==> src/rtl/tlc_preempt_ctrl.sv <==
// Emergency-vehicle preemption controller between the normal traffic-light FSM and the lamp drivers.
// Passes the FSM lamps through in IDLE and otherwise drives yellow / all-red / grant-green / all-red.
module tlc_preempt_ctrl #(
    parameter int n        = 13,
    parameter int YELLOW_T = 1000,
    parameter int CLEAR_T  = 500,
    parameter int HOLD_T   = 2000
) (
    input  logic clk,
    input  logic reset,
    input  logic tick,
    input  logic pre_a,
    input  logic pre_b,
    input  logic fsm_Ga,
    input  logic fsm_Ya,
    input  logic fsm_Ra,
    input  logic fsm_Gb,
    input  logic fsm_Yb,
    input  logic fsm_Rb,
    output logic Ga,
    output logic Ya,
    output logic Ra,
    output logic Gb,
    output logic Yb,
    output logic Rb,
    output logic preempt_active,
    output logic fsm_restart
);
    typedef enum logic [2:0] {IDLE, EXIT_Y, CLR_IN, GRANT, CLR_OUT} state_t;
    typedef enum logic [1:0] {ACT_NONE, ACT_A, ACT_B} act_t;

    localparam logic TGT_A = 1'b0;
    localparam logic TGT_B = 1'b1;

    localparam logic [n-1:0] Y_LAST = n'(YELLOW_T - 1);
    localparam logic [n-1:0] C_LAST = n'(CLEAR_T - 1);
    localparam logic [n-1:0] H_LAST = n'(HOLD_T - 1);

    // Lamp vectors are packed {Ga,Ya,Ra,Gb,Yb,Rb}
    localparam logic [5:0] ALL_RED = 6'b001_001;
    localparam logic [5:0] YEL_A   = 6'b010_001;
    localparam logic [5:0] YEL_B   = 6'b001_010;
    localparam logic [5:0] GRN_A   = 6'b100_001;
    localparam logic [5:0] GRN_B   = 6'b001_100;

    state_t       state, state_nxt;
    act_t         act, act_nxt;
    logic         tgt, tgt_nxt;
    logic [n-1:0] cnt, cnt_nxt;
    logic [5:0]   lamps, lamps_nxt;
    logic         restart_nxt;

    logic [5:0]   fsm_lamps;
    logic         fsm_a_on, fsm_b_on, pre_tgt;

    assign fsm_lamps = {fsm_Ga, fsm_Ya, fsm_Ra, fsm_Gb, fsm_Yb, fsm_Rb};
    assign fsm_a_on  = fsm_Ga | fsm_Ya;
    assign fsm_b_on  = fsm_Gb | fsm_Yb;
    assign pre_tgt   = (tgt == TGT_A) ? pre_a : pre_b;

    always_comb begin
        state_nxt   = state;
        cnt_nxt     = cnt;
        tgt_nxt     = tgt;
        act_nxt     = act;
        restart_nxt = 1'b0;

        case (state)
            IDLE: begin
                if (pre_a | pre_b) begin
                    tgt_nxt = pre_a ? TGT_A : TGT_B;
                    act_nxt = fsm_a_on ? ACT_A : (fsm_b_on ? ACT_B : ACT_NONE);
                    cnt_nxt = '0;
                    if ((tgt_nxt == TGT_A && act_nxt == ACT_A && fsm_Ga) ||
                        (tgt_nxt == TGT_B && act_nxt == ACT_B && fsm_Gb))
                        state_nxt = GRANT;
                    else if (act_nxt == ACT_NONE)
                        state_nxt = CLR_IN;
                    else
                        state_nxt = EXIT_Y;
                end
            end
            EXIT_Y: begin
                if (tick) begin
                    if (cnt == Y_LAST) begin
                        state_nxt = CLR_IN;
                        cnt_nxt   = '0;
                    end else begin
                        cnt_nxt = cnt + 1'b1;
                    end
                end
            end
            CLR_IN: begin
                if (tick) begin
                    if (cnt == C_LAST) begin
                        state_nxt = GRANT;
                        cnt_nxt   = '0;
                    end else begin
                        cnt_nxt = cnt + 1'b1;
                    end
                end
            end
            GRANT: begin
                // Counter parks at H_LAST while the request is still held
                if (tick) begin
                    if (cnt == H_LAST) begin
                        if (!pre_tgt) begin
                            state_nxt = CLR_OUT;
                            cnt_nxt   = '0;
                        end
                    end else begin
                        cnt_nxt = cnt + 1'b1;
                    end
                end
            end
            CLR_OUT: begin
                if (tick) begin
                    if (cnt == C_LAST) begin
                        state_nxt   = IDLE;
                        cnt_nxt     = '0;
                        restart_nxt = 1'b1;
                    end else begin
                        cnt_nxt = cnt + 1'b1;
                    end
                end
            end
            default: begin
                state_nxt = IDLE;
                cnt_nxt   = '0;
            end
        endcase

        // A conflicting FSM pattern is never passed through; it is forced to all red
        lamps_nxt = ALL_RED;
        case (state_nxt)
            IDLE:    lamps_nxt = (fsm_a_on && fsm_b_on) ? ALL_RED : fsm_lamps;
            EXIT_Y:  lamps_nxt = (act_nxt == ACT_A) ? YEL_A :
                                 (act_nxt == ACT_B) ? YEL_B : ALL_RED;
            GRANT:   lamps_nxt = (tgt_nxt == TGT_A) ? GRN_A : GRN_B;
            default: lamps_nxt = ALL_RED;
        endcase
    end

    always_ff @(posedge clk) begin
        if (reset) begin
            state          <= IDLE;
            cnt            <= '0;
            tgt            <= TGT_A;
            act            <= ACT_NONE;
            lamps          <= ALL_RED;
            preempt_active <= 1'b0;
            fsm_restart    <= 1'b0;
        end else begin
            state          <= state_nxt;
            cnt            <= cnt_nxt;
            tgt            <= tgt_nxt;
            act            <= act_nxt;
            lamps          <= lamps_nxt;
            preempt_active <= (state_nxt != IDLE);
            fsm_restart    <= restart_nxt;
        end
    end

    assign {Ga, Ya, Ra, Gb, Yb, Rb} = lamps;

endmodule

==> config.mk <==
export PLATFORM = sky130hd
export DESIGN_NAME = tlc_preempt_ctrl
export DESIGN_NICKNAME = d
export VERILOG_FILES = /design/src/rtl/tlc_preempt_ctrl.sv
export SDC_FILE = /design/constraint.sdc
export NUM_CORES = 1
export LEC_CHECK = 0
export CAP_MARGIN = 40
export CORE_MARGIN = 2
export CORE_UTILIZATION = 49
export DETAILED_ROUTE_END_ITERATION = 8
export PLACE_DENSITY = 0.86
export RECOVER_POWER = 100
export SETUP_SLACK_MARGIN = 0.3
export SKIP_LAST_GASP = 1
export SYNTH_ARGS = -nofsm -noshare
export SYNTH_HDL_FRONTEND = slang
export SYNTH_SLANG_ARGS = --single-unit
==> constraint.sdc <==
create_clock -name clk -period 2.4 [get_ports clk]
set_input_delay 0.36 -clock clk [delete_from_list [all_inputs] [get_ports clk]]
set_output_delay 0.36 -clock clk [all_outputs]
set_load 0.03 [all_outputs]
Figure 1. Metal 1.
Scale bar: 20 um.
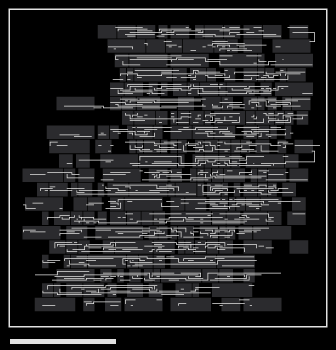
nets with wire on the layer: 234
wire length on this layer: 2030 um
main direction: horizontal
share of all routed wire: 39%
longest straight run: 22.5 um
total wire length: 5.173 mm
met1 track demand over resource: 36.00%

Figure 2. The metal 2 layer.
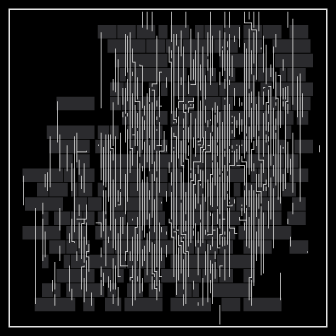
nets with wire on the layer: 224
wire length on this layer: 2310 um
total via count after detailed routing: 1770
fraction of met2 tracks used by global routing: 44.25%

Figure 3. Metal 3.
Scale bar: 20 um.
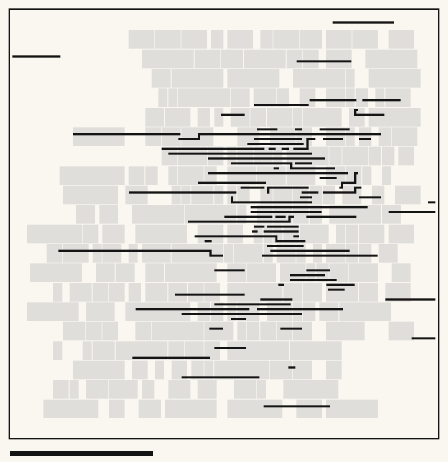
longest straight run: 25.3 um
wire length on this layer: 558 um
GR Util met3: 5.411%

==> run summary <==
Status of the implementation.

- The detailed router finished its first iteration with 197 violations.
- Per report_power, the combinational group accounts for 35.5% of the total.
- The worst-case hold path end point is act[1], for reference.
- The arrival time of data at the worst endpoint is listed as approximately 2.6 ns.
- In this run the number of H-tree levels came out at 1.
- The area share of the leading cell type in the synthesized netlist is between 30% and 40%, for reference.
- Adding up every negative setup slack in the final design gives 0 ns.
- As logged by OpenROAD, the buffers inserted on ports number 18.
- The chip area is 3586 sq um, for reference.
- The number of stages on the worst hold path is 2, for reference.
- The overall power of the completed layout is about 1100 uW, for reference.
- The number of global-route vias before repair is 1651, for reference.
- The adder and majority cell fraction of the synthesized area is 0.8177%, for reference.
- The required time reported for the critical path endpoint is about 2.7 ns, for reference.
- The average size of a mapped cell is 8.096 sq um, for reference.
- Per the power-grid run, VDD falls by no more than about 0.00031 V.
- The residual DRC count is 0, for reference.
- The count of hold-fix buffers inserted at cts is 0, for reference.
- The internal power consumption is between 700 and 800 uW, for reference.
- The worst slack after detailed placement is around 0.0074 ns, for reference.
- Per the detail_route report, routed wire per instance is around 19 um.
- The run finished with clean final reports.
- The ratio of total power to cell area is approximately 510 nW/um^2, for reference.
- The post-synth net total is 201, for reference.
- Summed over all nets, the half-perimeter wirelength after detailed placement is 2.822 mm.
- The height of the chip is around 60 um, for reference.
- Sequential cells were found to cover around a third of the synthesized design area.
- The stage logs contain a warning count of 29.
- The report puts the cell count of the worst reg-to-reg path at 9.
- The floorplan report gives the top-level pin count as 19.
- The routed length on met3 is around 560 um, for reference.
- The layout stage reports a final design area of ~2200 sq um.
- The layout buffering overhead excluding clock cells is 20.52%, for reference.
- The area of the core is 3003 sq um, for reference.
- Per STA, the worst path is made up of ha_4 > or3b_4 > buf_6 > nor4_4 > nor3_2 > a211o_1 > o21ai_2 > clkbuf_16 > nor2_1.
Figure 4. Cell placement.
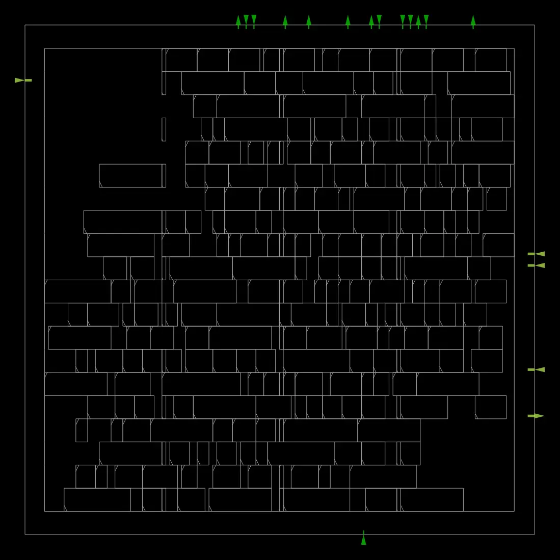
Flop Count: 27
total of fill cells in the finished design: 213
standard-cell rows: 20
total number of tap cells: 33
sequential share of cell area: 25.28%

Figure 5. Register map, names as in the netlist.
Other sequential cells in the stronger grey, the rest of the logic in the fainter grey.
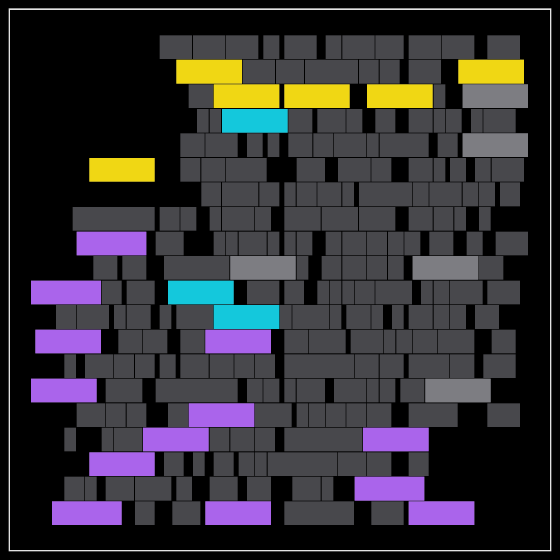
| colour | signal | flops |
|---|---|---|
| purple | cnt | 13 |
| cyan | state | 3 |
| yellow | lamps | 6 |
utilization of the core after routing: 71.88%
FF/Latch Area: 545.5 sq um

Power figures rest on the tool's default switching activity, not on a simulated workload.
